==> config.mk <==
export PLATFORM = sky130hd
export DESIGN_NAME = alarm_sequencer
export DESIGN_NICKNAME = d
export VERILOG_FILES = /design/src/rtl/alarm_sequencer.sv
export SDC_FILE = /design/constraint.sdc
export NUM_CORES = 1
export LEC_CHECK = 0
export ABC_AREA = 1
export CAP_MARGIN = 25
export CORE_ASPECT_RATIO = 2
export CORE_MARGIN = 3
export CORE_UTILIZATION = 46
export DETAILED_ROUTE_END_ITERATION = 7
export HOLD_SLACK_MARGIN = 0.03
export PLACE_DENSITY = 0.77
export SYNTH_ARGS = -nofsm -noshare
export SYNTH_HDL_FRONTEND = slang
export SYNTH_SLANG_ARGS = --single-unit
==> constraint.sdc <==
create_clock -name clk -period 1.8 [get_ports clk]
set_input_delay 0.18 -clock clk [delete_from_list [all_inputs] [get_ports clk]]
set_output_delay 0.18 -clock clk [all_outputs]
set_load 0.05 [all_outputs]
==> src/rtl/alarm_sequencer.sv <==
`default_nettype none
// +----------------------------------------------------------------------+
// | alarm_sequencer: alarm ring/snooze/dismiss controller for the clock. |
// | Rev 1.0 - initial release                                            |
// +----------------------------------------------------------------------+
module alarm_sequencer #(
  parameter int SNOOZE_SEC = 300,
  parameter int RING_SEC   = 60,
  parameter int MAX_SNOOZE = 3,
  parameter int CNT_W      = 9
) (
  input  logic             clk,
  input  logic             reset,
  input  logic             tick_1hz,
  input  logic [4:0]       button_out,
  input  logic             alarm_enable,
  input  logic             adjust_active,
  input  logic [4:0]       time_hours,
  input  logic [4:0]       alarm_hours,
  input  logic [5:0]       time_minutes,
  input  logic [5:0]       alarm_minutes,
  output logic [1:0]       state_out,
  output logic             ringing,
  output logic             buzzer,
  output logic [CNT_W-1:0] snooze_left,
  output logic [2:0]       snooze_count
);

  typedef enum logic [1:0] {
    S_DISARMED = 2'd0,
    S_ARMED    = 2'd1,
    S_RINGING  = 2'd2,
    S_SNOOZE   = 2'd3
  } state_t;

  localparam logic [CNT_W-1:0] C_RING_SEC   = CNT_W'(RING_SEC);
  localparam logic [CNT_W-1:0] C_SNOOZE_SEC = CNT_W'(SNOOZE_SEC);
  localparam logic [CNT_W-1:0] C_ONE        = CNT_W'(1);
  localparam logic [2:0]       C_MAX_SNOOZE = 3'(MAX_SNOOZE);

  state_t           state_q, state_d;
  logic [CNT_W-1:0] ring_left_q, ring_left_d;
  logic [CNT_W-1:0] snooze_left_q, snooze_left_d;
  logic [2:0]       snooze_count_q, snooze_count_d;
  logic             beep_q, beep_d;
  logic             match_q;

  logic w_match, w_trigger, w_centre, w_snooze_btn;

  assign w_match      = (time_hours == alarm_hours) && (time_minutes == alarm_minutes);
  // Edge-only trigger: a dismiss inside the matching minute must not re-ring.
  assign w_trigger    = w_match && !match_q && !adjust_active;
  assign w_centre     = button_out[0];
  assign w_snooze_btn = |button_out[4:1];

  always_ff @(posedge clk or negedge reset) begin
    if (!reset) begin
      state_q        <= S_DISARMED;
      ring_left_q    <= '0;
      snooze_left_q  <= '0;
      snooze_count_q <= '0;
      beep_q         <= 1'b0;
      match_q        <= 1'b0;
    end else begin
      state_q        <= state_d;
      ring_left_q    <= ring_left_d;
      snooze_left_q  <= snooze_left_d;
      snooze_count_q <= snooze_count_d;
      beep_q         <= beep_d;
      match_q        <= w_match;
    end
  end

  always_comb begin
    state_d        = state_q;
    ring_left_d    = ring_left_q;
    snooze_left_d  = snooze_left_q;
    snooze_count_d = snooze_count_q;
    beep_d         = beep_q;

    if (!alarm_enable) begin
      state_d        = S_DISARMED;
      ring_left_d    = '0;
      snooze_left_d  = '0;
      snooze_count_d = '0;
    end else begin
      unique case (state_q)
        S_DISARMED: state_d = S_ARMED;
        S_ARMED: begin
          if (w_trigger) begin
            state_d     = S_RINGING;
            ring_left_d = C_RING_SEC;
            beep_d      = 1'b1;
          end
        end
        S_RINGING: begin
          if (adjust_active || w_centre) begin
            state_d        = S_ARMED;
            ring_left_d    = '0;
            snooze_count_d = '0;
          end else if (w_snooze_btn) begin
            // An exhausted snooze press is swallowed, along with any coincident tick.
            if (snooze_count_q < C_MAX_SNOOZE) begin
              state_d        = S_SNOOZE;
              snooze_left_d  = C_SNOOZE_SEC;
              snooze_count_d = snooze_count_q + 3'd1;
            end
          end else if (tick_1hz) begin
            if (ring_left_q == C_ONE) begin
              state_d        = S_ARMED;
              ring_left_d    = '0;
              snooze_count_d = '0;
            end else if (ring_left_q != '0) begin
              ring_left_d = ring_left_q - C_ONE;
              beep_d      = !beep_q;
            end
          end
        end
        S_SNOOZE: begin
          if (adjust_active || w_centre) begin
            state_d        = S_ARMED;
            snooze_left_d  = '0;
            snooze_count_d = '0;
          end else if (!w_snooze_btn && tick_1hz) begin
            if (snooze_left_q == C_ONE) begin
              state_d       = S_RINGING;
              snooze_left_d = '0;
              ring_left_d   = C_RING_SEC;
              beep_d        = 1'b1;
            end else if (snooze_left_q != '0) begin
              snooze_left_d = snooze_left_q - C_ONE;
            end
          end
        end
        default: state_d = S_DISARMED;
      endcase
    end
  end

  assign state_out    = state_q;
  assign ringing      = (state_q == S_RINGING);
  assign buzzer       = ringing && beep_q;
  assign snooze_left  = snooze_left_q;
  assign snooze_count = snooze_count_q;

endmodule
`default_nettype wire
**Run 1: pin placement**

Pins as bars across the die edge, other pins in gray.
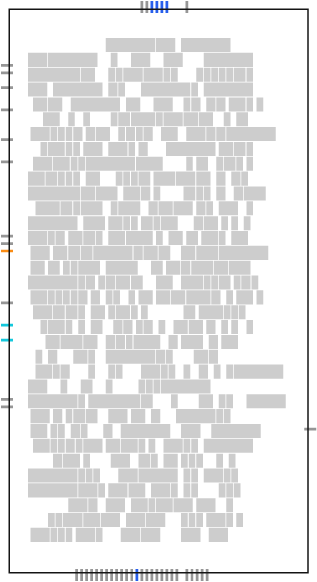
- state_out: cyan (pins 2; direction output; edge west)
- tick_1hz: orange (pins 1; direction input; edge west)
- button_out: blue (pins 5; direction input; edge 4 north, 1 south)

**Run 1: placed standard cells**

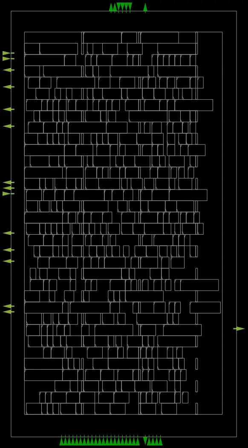
Finished Core Util: 0.6940
Tap Cells: 54
seq_cells: 25

**Run 1: cell classes on the final placement**

Fill, decap, tap and diode cells in gray.
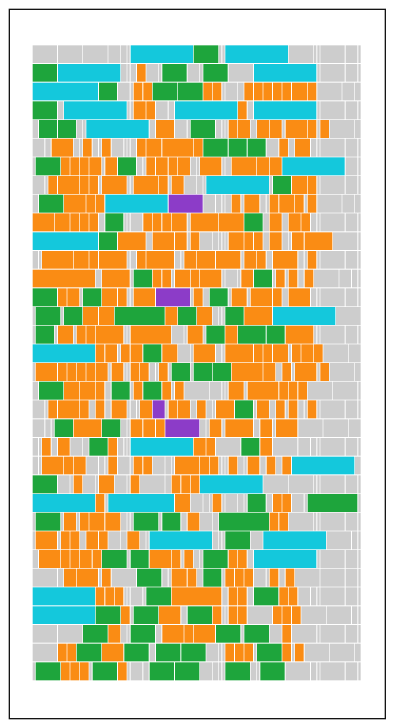
- clock drivers and dummy loads: purple (cells 4; share of their area 1.5%)
- other buffers and delay cells: green (cells 80; share of their area 25%)
- all other logic: orange (cells 292; share of their area 53%)
- flops: cyan (cells 25; share of their area 21%)

==> results.toml, run 1 <==
# generated from flow reports
[power_and_ir_drop]
pg_clk_uw = 355
internal-power_mw = 1.691
switchingPower_mw = 1.730
p_leak_nw = 1.509

[floorplanning]
die-width_um = 54.49
fp-row-count = 34
fp.dieH_um = 103.0
ios = 48

[job]
cap_viol_max_count = 0
warnings = 30

[finish]
clk_share = 0.01508
seqCellArea_um2 = 629.4
diodes = 0
logic_gates = 245
num-nonclk-inverters = 47
largest_cell_class = "multi-input combinational cells"
clkbuf_count = 3
area_delta_synth_final_pct = 41.93
num-fill-cells = 382

[cts]
cts_resized = 0
cts_hold_buf = 0
numClockSinks = 25
clockBufferDepth = 2

[outcome]
status = "complete, no violations"

[setup_path]
startpoint = "snooze_left[6]$_DFFE_PN0P_"
worstPathCellList = "clkdlybuf4s50_1"
cpMaxStageDelayCell = "clkdlybuf4s50_1"
worst-path-stages = 1
worstRegToRegCells = 10

[grt]
grt-busiest-layer = "met2"
grt_usage = 0.2352
grt_max_degree = 26
overflow = 0

[detailed_routing]
detail_route.wl_per_cell_um = 13.40
drt_iter0_drc = 43
vias = 2355
highest-signal-layer = "met4"

[yosys]
synth_seq_share = 0.2892
yosysWarnings = 0
synth-edff-count = 0
synth-simple-area-share = 0.4390
adder_share = 0.02892
avgSynthCellArea_um2 = 6.760
synth.area.mux_share = 0
ys_cells = 320
fp_nets = 357
ys_types = 31

[placement]
numPortBuffers = 47
dpl.hpwl_mm = 4.791

[final_timing]
min_period_ns = 1.757
setup_viol = 0
maxSlewHeadroom = 0.6626
hold_viol_final = 0
fmax_ghz = 0.5692
## Run 2: what changed since run 1
--- a/config.mk
+++ b/config.mk
@@ -6,7 +6,6 @@
 export NUM_CORES = 1
 export LEC_CHECK = 0
 export ABC_AREA = 1
-export CAP_MARGIN = 25
 export CORE_ASPECT_RATIO = 2
 export CORE_MARGIN = 3
 export CORE_UTILIZATION = 46
==> results.toml, run 2 <==
# generated from flow reports
[floorplanning]
fp-row-count = 34
fp.dieH_um = 103.0
core_area_um2 = 4424
ios = 48
taps = 54

[detailed_routing]
met1_length_mm = 2.043
highest-signal-layer = "met4"
drt_iter0_drc = 43
vias = 2355
drc_errors = 0

[grt]
grt-busiest-layer = "met2"
overflow = 0
grt_pass1_vias = 2288
grt_usage = 0.2352
grt_max_degree = 26

[yosys]
synth_area_um2 = 2163
synth_seq_share = 0.2892
synthFlopType = "dfrtp_1"
ys_seq_elements = 25
synth-edff-count = 0
top_cells_by_count = "95 x nand2_1, 43 x inv_1, 32 x nand3_1, 32 x nor2_1, 25 x dfrtp_1"
avgSynthCellArea_um2 = 6.760
adder_share = 0.02892
ys_cells = 320
ys_types = 31
synth.area.mux_share = 0
fp_nets = 357
top_area_cell = "dfrtp_1"

[job]
cap_viol_max_count = 0
warnings = 30

[power_and_ir_drop]
comb_power_mw = 2.19
power_density_nw_per_um2 = 1114
internal-power_mw = 1.691
pg_seq_uw = 874
p_leak_nw = 1.509
pg_clk_uw = 355
switchingPower_mw = 1.730

[placement]
numPortBuffers = 47

[setup_path]
cpMaxStageDelayCell = "clkdlybuf4s50_1"
crit_arrival_ns = 1.58
worst-path-stages = 1
startpoint = "snooze_left[6]$_DFFE_PN0P_"
worstRegToRegCells = 10
worstPathCellList = "clkdlybuf4s50_1"

[finish]
seqCellArea_um2 = 629.4
num-nonclk-inverters = 47
final_util = 0.6940
diodes = 0
area_delta_synth_final_pct = 41.93
logic_gates = 245
seq_cells = 25
clk_share = 0.01508
clkbuf_count = 3
num-fill-cells = 382
mostFrequentLayoutCells = "90 x nand2_1, 41 x clkdlybuf4s50_1, 38 x inv_1"
largest_cell_class = "multi-input combinational cells"

[final_timing]
fin_worst_hold_slack_ns = 0.2668
fmax_ghz = 0.5692
setup_viol = 0
hold_viol_final = 0
skew_ns = 0.006616
maxSlewHeadroom = 0.6626
min_period_ns = 1.757
finalSetupTns_ns = 0

[cts]
cts_hold_buf = 0
numClockSinks = 25
clockBufferDepth = 2
cts_resized = 0
tritoncts = "done"

[outcome]
status = "complete, no violations"
**Run 2: routed metal, one color a layer**

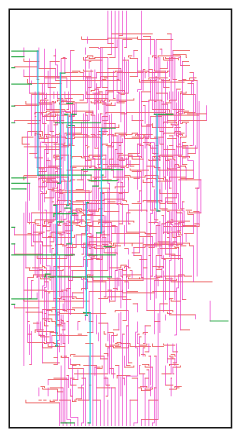
- met2: magenta (wire length 3,640 um)
- met4: cyan (wire length 252 um)
- met3: green (wire length 158 um)
- met1: red (wire length 2,040 um)

